===== src/rtl/jtag_host_pkg.sv =====
// Shared constants for the JTAG host: command codes, FSM encodings and TMS phase lengths.
package jtag_host_pkg;

   localparam logic [1:0] CmdReset   = 2'd0;
   localparam logic [1:0] CmdIrScan  = 2'd1;
   localparam logic [1:0] CmdDrScan  = 2'd2;
   localparam logic [1:0] CmdRunIdle = 2'd3;

   localparam logic [2:0] StIdle     = 3'd0;
   localparam logic [2:0] StResetSeq = 3'd1;
   localparam logic [2:0] StHeader   = 3'd2;
   localparam logic [2:0] StShift    = 3'd3;
   localparam logic [2:0] StTrailer  = 3'd4;
   localparam logic [2:0] StDone     = 3'd5;

   localparam int unsigned ResetTmsLen = 6;
   localparam int unsigned IrHeaderLen = 4;
   localparam int unsigned DrHeaderLen = 3;
   localparam int unsigned TrailerLen  = 2;

   // Header TMS pattern: IR is 1,1,0,0 and DR is 1,0,0 (Run-Test/Idle to Shift-xR).
   function automatic logic headerTms(input logic isIr, input logic [5:0] idx);
      return isIr ? (idx < 6'd2) : (idx == 6'd0);
   endfunction

endpackage


===== src/rtl/jtag_host_tck_gen.sv =====
// TCK divider: HALF_PERIOD clk cycles low then high while run is set; strobes mark the
// clk edge that will drive TCK high (tckRise) or low (tckFall).
module jtag_host_tck_gen #(
   parameter int unsigned HALF_PERIOD = 4
) (
   input  logic clk,
   input  logic rst,
   input  logic run,
   output logic tckFall,
   output logic tckRise,
   output logic jtag_tck
);

   logic [7:0] divCnt;
   logic       halfDone;

   assign halfDone = run && (divCnt == 8'(HALF_PERIOD - 1));
   assign tckRise  = halfDone && !jtag_tck;
   assign tckFall  = halfDone && jtag_tck;

   always_ff @(posedge clk or negedge rst) begin
      if (!rst) begin
         divCnt   <= 8'd0;
         jtag_tck <= 1'b0;
      end else if (!run) begin
         divCnt   <= 8'd0;
         jtag_tck <= 1'b0;
      end else if (halfDone) begin
         divCnt   <= 8'd0;
         jtag_tck <= !jtag_tck;
      end else begin
         divCnt <= divCnt + 8'd1;
      end
   end

endmodule


===== src/rtl/jtag_host.sv =====
// JTAG host: runs RESET / IR_SCAN / DR_SCAN / RUN_IDLE commands on the TAP, inserting a TAP
// reset automatically until the TAP state is known.
module jtag_host
   import jtag_host_pkg::*;
#(
   parameter int unsigned HALF_PERIOD = 4
) (
   input  logic        clk,
   input  logic        rst,
   input  logic        cmd_valid,
   output logic        cmd_ready,
   input  logic [1:0]  cmd_type,
   input  logic [4:0]  cmd_length,
   input  logic [31:0] cmd_data,
   output logic        rsp_valid,
   output logic [31:0] rsp_data,
   output logic        busy,
   output logic        jtag_tck,
   output logic        jtag_tms,
   output logic        jtag_tdi,
   input  logic        jtag_tdo
);

   logic [2:0]  state;
   logic [1:0]  cmdType;
   logic [5:0]  len;
   logic [5:0]  cnt;
   logic [31:0] data;
   logic [31:0] capture;
   logic        tapKnown;
   logic        tckFall;
   logic        tckRise;
   logic        run;
   logic        isIr;
   logic        isRunIdle;
   logic [5:0]  cmdLen;
   logic [5:0]  hdrLast;

   assign run       = state inside {StResetSeq, StHeader, StShift, StTrailer};
   assign cmd_ready = (state == StIdle);
   assign busy      = !cmd_ready;
   assign rsp_valid = (state == StDone);
   assign cmdLen    = (cmd_length == 5'd0) ? 6'd32 : {1'b0, cmd_length};
   assign isIr      = (cmdType == CmdIrScan);
   assign isRunIdle = (cmdType == CmdRunIdle);
   assign hdrLast   = isIr ? 6'(IrHeaderLen - 1) : 6'(DrHeaderLen - 1);

   jtag_host_tck_gen #(
      .HALF_PERIOD(HALF_PERIOD)
   ) u_tck_gen (
      .clk     (clk),
      .rst     (rst),
      .run     (run),
      .tckFall (tckFall),
      .tckRise (tckRise),
      .jtag_tck(jtag_tck)
   );

   // TMS/TDI for the next TCK are set on the edge that ends the current one (tckFall).
   always_ff @(posedge clk or negedge rst) begin
      if (!rst) begin
         state    <= StIdle;
         cmdType  <= CmdReset;
         len      <= 6'd0;
         cnt      <= 6'd0;
         data     <= 32'd0;
         capture  <= 32'd0;
         tapKnown <= 1'b0;
         rsp_data <= 32'd0;
         jtag_tms <= 1'b1;
         jtag_tdi <= 1'b0;
      end else begin
         if (tckRise && state == StShift && !isRunIdle) begin
            capture[cnt[4:0]] <= jtag_tdo;
         end
         case (state)
            StIdle: begin
               if (cmd_valid) begin
                  cmdType  <= cmd_type;
                  len      <= cmdLen;
                  data     <= cmd_data;
                  capture  <= 32'd0;
                  cnt      <= 6'd0;
                  jtag_tdi <= 1'b0;
                  if (cmd_type == CmdReset || !tapKnown) begin
                     state    <= StResetSeq;
                     jtag_tms <= 1'b1;
                  end else if (cmd_type == CmdRunIdle) begin
                     state    <= StShift;
                     jtag_tms <= 1'b0;
                  end else begin
                     state    <= StHeader;
                     jtag_tms <= 1'b1;
                  end
               end
            end
            StResetSeq: begin
               if (tckFall) begin
                  if (cnt == 6'(ResetTmsLen - 1)) begin
                     tapKnown <= 1'b1;
                     cnt      <= 6'd0;
                     if (cmdType == CmdReset) begin
                        state    <= StDone;
                        rsp_data <= capture;
                     end else if (isRunIdle) begin
                        state    <= StShift;
                        jtag_tms <= 1'b0;
                     end else begin
                        state    <= StHeader;
                        jtag_tms <= 1'b1;
                     end
                  end else begin
                     cnt      <= cnt + 6'd1;
                     jtag_tms <= (cnt + 6'd1 < 6'(ResetTmsLen - 1));
                  end
               end
            end
            StHeader: begin
               if (tckFall) begin
                  if (cnt == hdrLast) begin
                     state    <= StShift;
                     cnt      <= 6'd0;
                     jtag_tms <= (len == 6'd1);
                     jtag_tdi <= data[0];
                  end else begin
                     cnt      <= cnt + 6'd1;
                     jtag_tms <= headerTms(isIr, cnt + 6'd1);
                  end
               end
            end
            StShift: begin
               if (tckFall) begin
                  if (cnt == len - 6'd1) begin
                     cnt      <= 6'd0;
                     jtag_tdi <= 1'b0;
                     if (isRunIdle) begin
                        state    <= StDone;
                        rsp_data <= capture;
                     end else begin
                        state    <= StTrailer;
                        jtag_tms <= 1'b1;
                     end
                  end else begin
                     cnt      <= cnt + 6'd1;
                     jtag_tdi <= !isRunIdle && data[cnt[4:0] + 5'd1];
                     jtag_tms <= !isRunIdle && (cnt + 6'd2 == len);
                  end
               end
            end
            StTrailer: begin
               if (tckFall) begin
                  if (cnt == 6'(TrailerLen - 1)) begin
                     state    <= StDone;
                     cnt      <= 6'd0;
                     rsp_data <= capture;
                  end else begin
                     cnt      <= cnt + 6'd1;
                     jtag_tms <= 1'b0;
                  end
               end
            end
            StDone:  state <= StIdle;
            default: state <= StIdle;
         endcase
      end
   end

endmodule

===== config.mk =====
export PLATFORM = sky130hd
export DESIGN_NAME = jtag_host
export DESIGN_NICKNAME = d
export VERILOG_FILES = /design/src/rtl/jtag_host_pkg.sv /design/src/rtl/jtag_host_tck_gen.sv /design/src/rtl/jtag_host.sv
export SDC_FILE = /design/constraint.sdc
export NUM_CORES = 1
export LEC_CHECK = 0
export CORE_MARGIN = 4
export CORE_UTILIZATION = 56
export CTS_CLUSTER_DIAMETER = 80
export DETAILED_ROUTE_END_ITERATION = 8
export GPL_ROUTABILITY_DRIVEN = 0
export PLACE_DENSITY = 0.9
export SYNTH_ARGS = -nofsm -noshare
export SYNTH_HDL_FRONTEND = slang
export SYNTH_SLANG_ARGS = --single-unit

===== constraint.sdc =====
create_clock -name clk -period 3.85 [get_ports clk]
set_input_delay 0.9625 -clock clk [delete_from_list [all_inputs] [get_ports clk]]
set_output_delay 0.9625 -clock clk [all_outputs]
set_load 0.005 [all_outputs]

placement.png
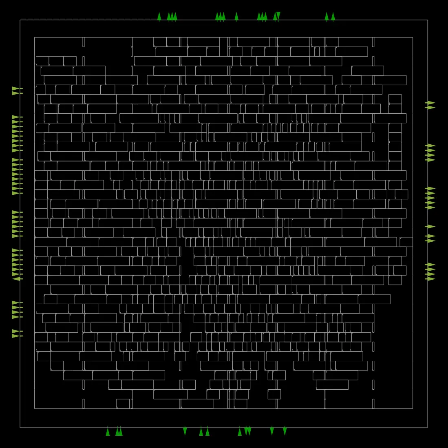
number of tapcells: 143
number of rows created at floorplan: 39
sequential portion of the cell area: 38.89%

power_grid.png
(4 px per um) Pins as bars on the die edge.
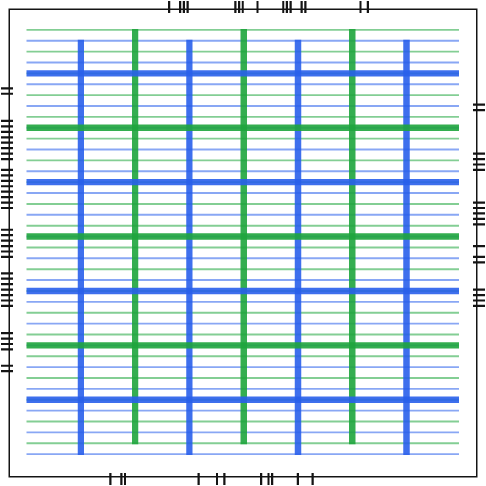
net	color
VSS	blue
VDD	green
rows	39
met1 rails	40
met5 straps	7
signal pins	81
met4 straps	7
standard cell core area: 11470 um^2
height of the die: 116.5 um
Die Width: 116.5 um
Peak VDD IR: 0.2897 mV

metal_density.png
(3 px per um) 23 x 23 tiles, from dark purple (low) to yellow (high), scaled to the fullest tile. Values are wire area over tile area, all layers added.
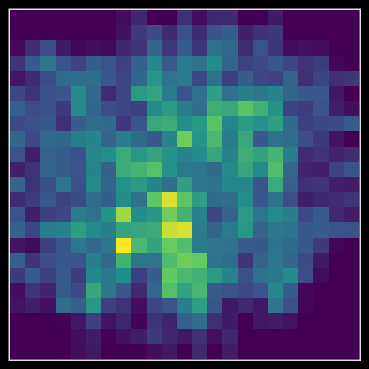
tiles over half the peak	14%
densest ninth of the die	center
mean over tiles	0.18
nearly empty tiles	16%
fullest tile	0.67
emptiest ninth of the die	south-east
average detailed-routed wire length per instance: 18.34 um
Global Route Usage Sum: 23.82%
Routed WL: 15110 um

detail.png
Window x 33 to 83, y 57 to 107 um. Cells in gray, sequential cells in the stronger gray; small squares are vias.
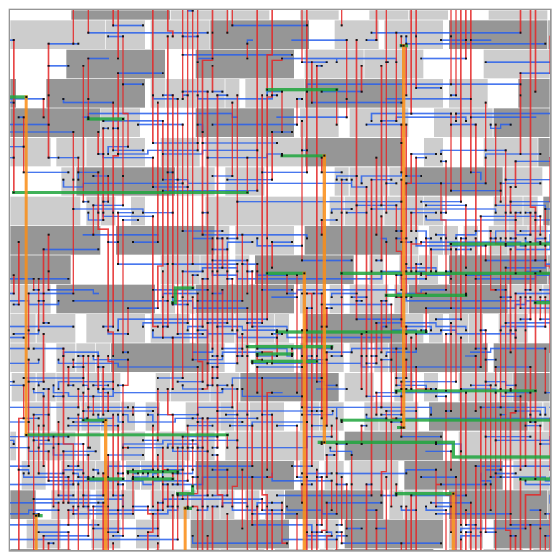
layer	color
metal 2	red
metal 3	green
metal 1	blue
metal 4	orange
sequential cells in the window	35
netlist names of flops here include	capture (20), rsp_data (9), cnt (4)
most frequent	nand2_1 (36), dfrtp_1 (35), nor2_1 (23)
cells with their middle in the window	195

sizes.png
(2 px per um)
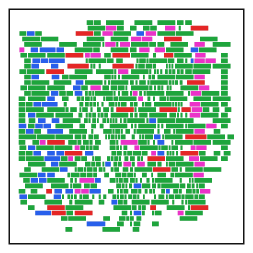
size	color	cells	share
_3 and _4 cells	magenta	47	6.9%
_2 cells	blue	58	8.5%
_0 and _1 cells	green	551	81%
_6 and larger	red	25	3.7%
number of buffers other than clock buffers in the final layout: 86
finished layout cell area: 8046 um^2
layout overhead on the synthesized area: 22.10%
slack of the critical path: 741.8 ps

==> notes.md <==
The flow ran to the end, and the final reports show no timing, DRC or antenna violations. The worst-case reg-to-reg path depth was 6. Counting instances in the post-synthesis netlist gives the leading cell types as 124 x dfrtp_1, 66 x nand2_1, 56 x nor2_1.

Dividing the final minimum period by the clock period gives 80.73%. With the average vias per placed instance at 5.931, the worst clock skew is 8.700 ps. The shortest clock period the worst path allows after layout is 3108 ps, and the transition time at the pin with the least slew margin is 1143 ps. With the OpenROAD warning count at 33, the mean area per synthesized cell is 11.00 um^2.

Count of buffers from port buffering: 80. The worst pin sits at a relative slew slack of 23.54%. For the worst min-delay path, the startpoint reported by OpenROAD is jtag_tms. For this run the detailed placement stage logged an HPWL of 10370 um. The first global-routing pass estimated 24850 um of wire. Entering global routing, the biggest net connects 86 pins. The cell taking the most area after synthesis is dfrtp_1. Per the detail_route report, the via count comes to 4887.

Per STA, the endpoint of the critical path is rsp_data[25]. The startpoint identified for the worst register-to-register timing path is cnt[4]. The clock transition at the register clock pins on the worst setup and hold paths after CTS is 60 ps.

By area the synthesized netlist is led by dfrtp_1 47%, mux2_2 6.8%, mux2_4 6.8%, mux2i_1 4.4%, nand2_1 3.8%.
## registers in the layout, summed over array words and instances (netlist names), 2 cells and up
register / cells
cnt: 6
rsp_data: 32
cmdType: 2
data: 32
u_tck_gen.divCnt: 8
len: 6
state: 3
capture: 32
## cell families after synthesis
family / count (synthesis) / synth area share, %
buffers and inverters: 54 / 4.120
DFF: 125 / 47.48
muxes: 105 / 20.13
and+or+nand+nor: 199 / 14.94
xor gates and xnor gates: 21 / 2.905
AOI/OAI and AO/OA: 83 / 8.146
adders and majority gates: 12 / 2.278
## report_power, final
part	switching, mW	leakage [nW]	internal [mW]
logic	0.0466	1.95	0.0467
clock network	0.600	0.293	1.06
registers	0.00933	1.60	1.33
total	0.656	3.85	2.43
## final cells by class
class | count | area, um^2
fill | 798 | 3421
multi-input combinational | 420 | 3197
sequential | 125 | 3129
timing repair buffer | 86 | 855.8
clock buffer | 20 | 456.7
tap | 143 | 178.9
clock inverter | 12 | 161.4
inverter | 18 | 67.56
## per-stage QoR
stage	power (mW)	utilization [%]	hold slack, ps	worst slack [ps]
after CTS	3.117	70.17	503.2	790.3
after detailed placement	1.453	64.78	490.2	846.6
after floorplan	1.373	-	467.9	957.4
after global placement	1.447	64.78	479.7	925.6
after global routing	3.181	70.17	508.0	598.0
final	3.086	70.17	495.6	741.8
## placed cells by master, fill, tap and decap left out, types with 8 or more instances in the layout
master             n
a21oi_1           16
clkbuf_16         17
clkdlybuf4s50_1   79
dfrtp_1          124
ha_1              12
inv_1             18
mux2_2            40
mux2_4            30
mux2i_1           29
nand2_1           66
nand2b_1           8
nand3_1           20
nor2_1            55
o21ai_0           24
xnor2_1            9
xor2_1            11
## metal layers
metal / GRT usage [%] / routed length, um
met1: 29.42 / 6154
met2: 40.01 / 7673
met3: 5.959 / 877
met4: 9.977 / 408
met5: 0 / 0
Power figures rest on the tool's default switching activity, not on a simulated workload.
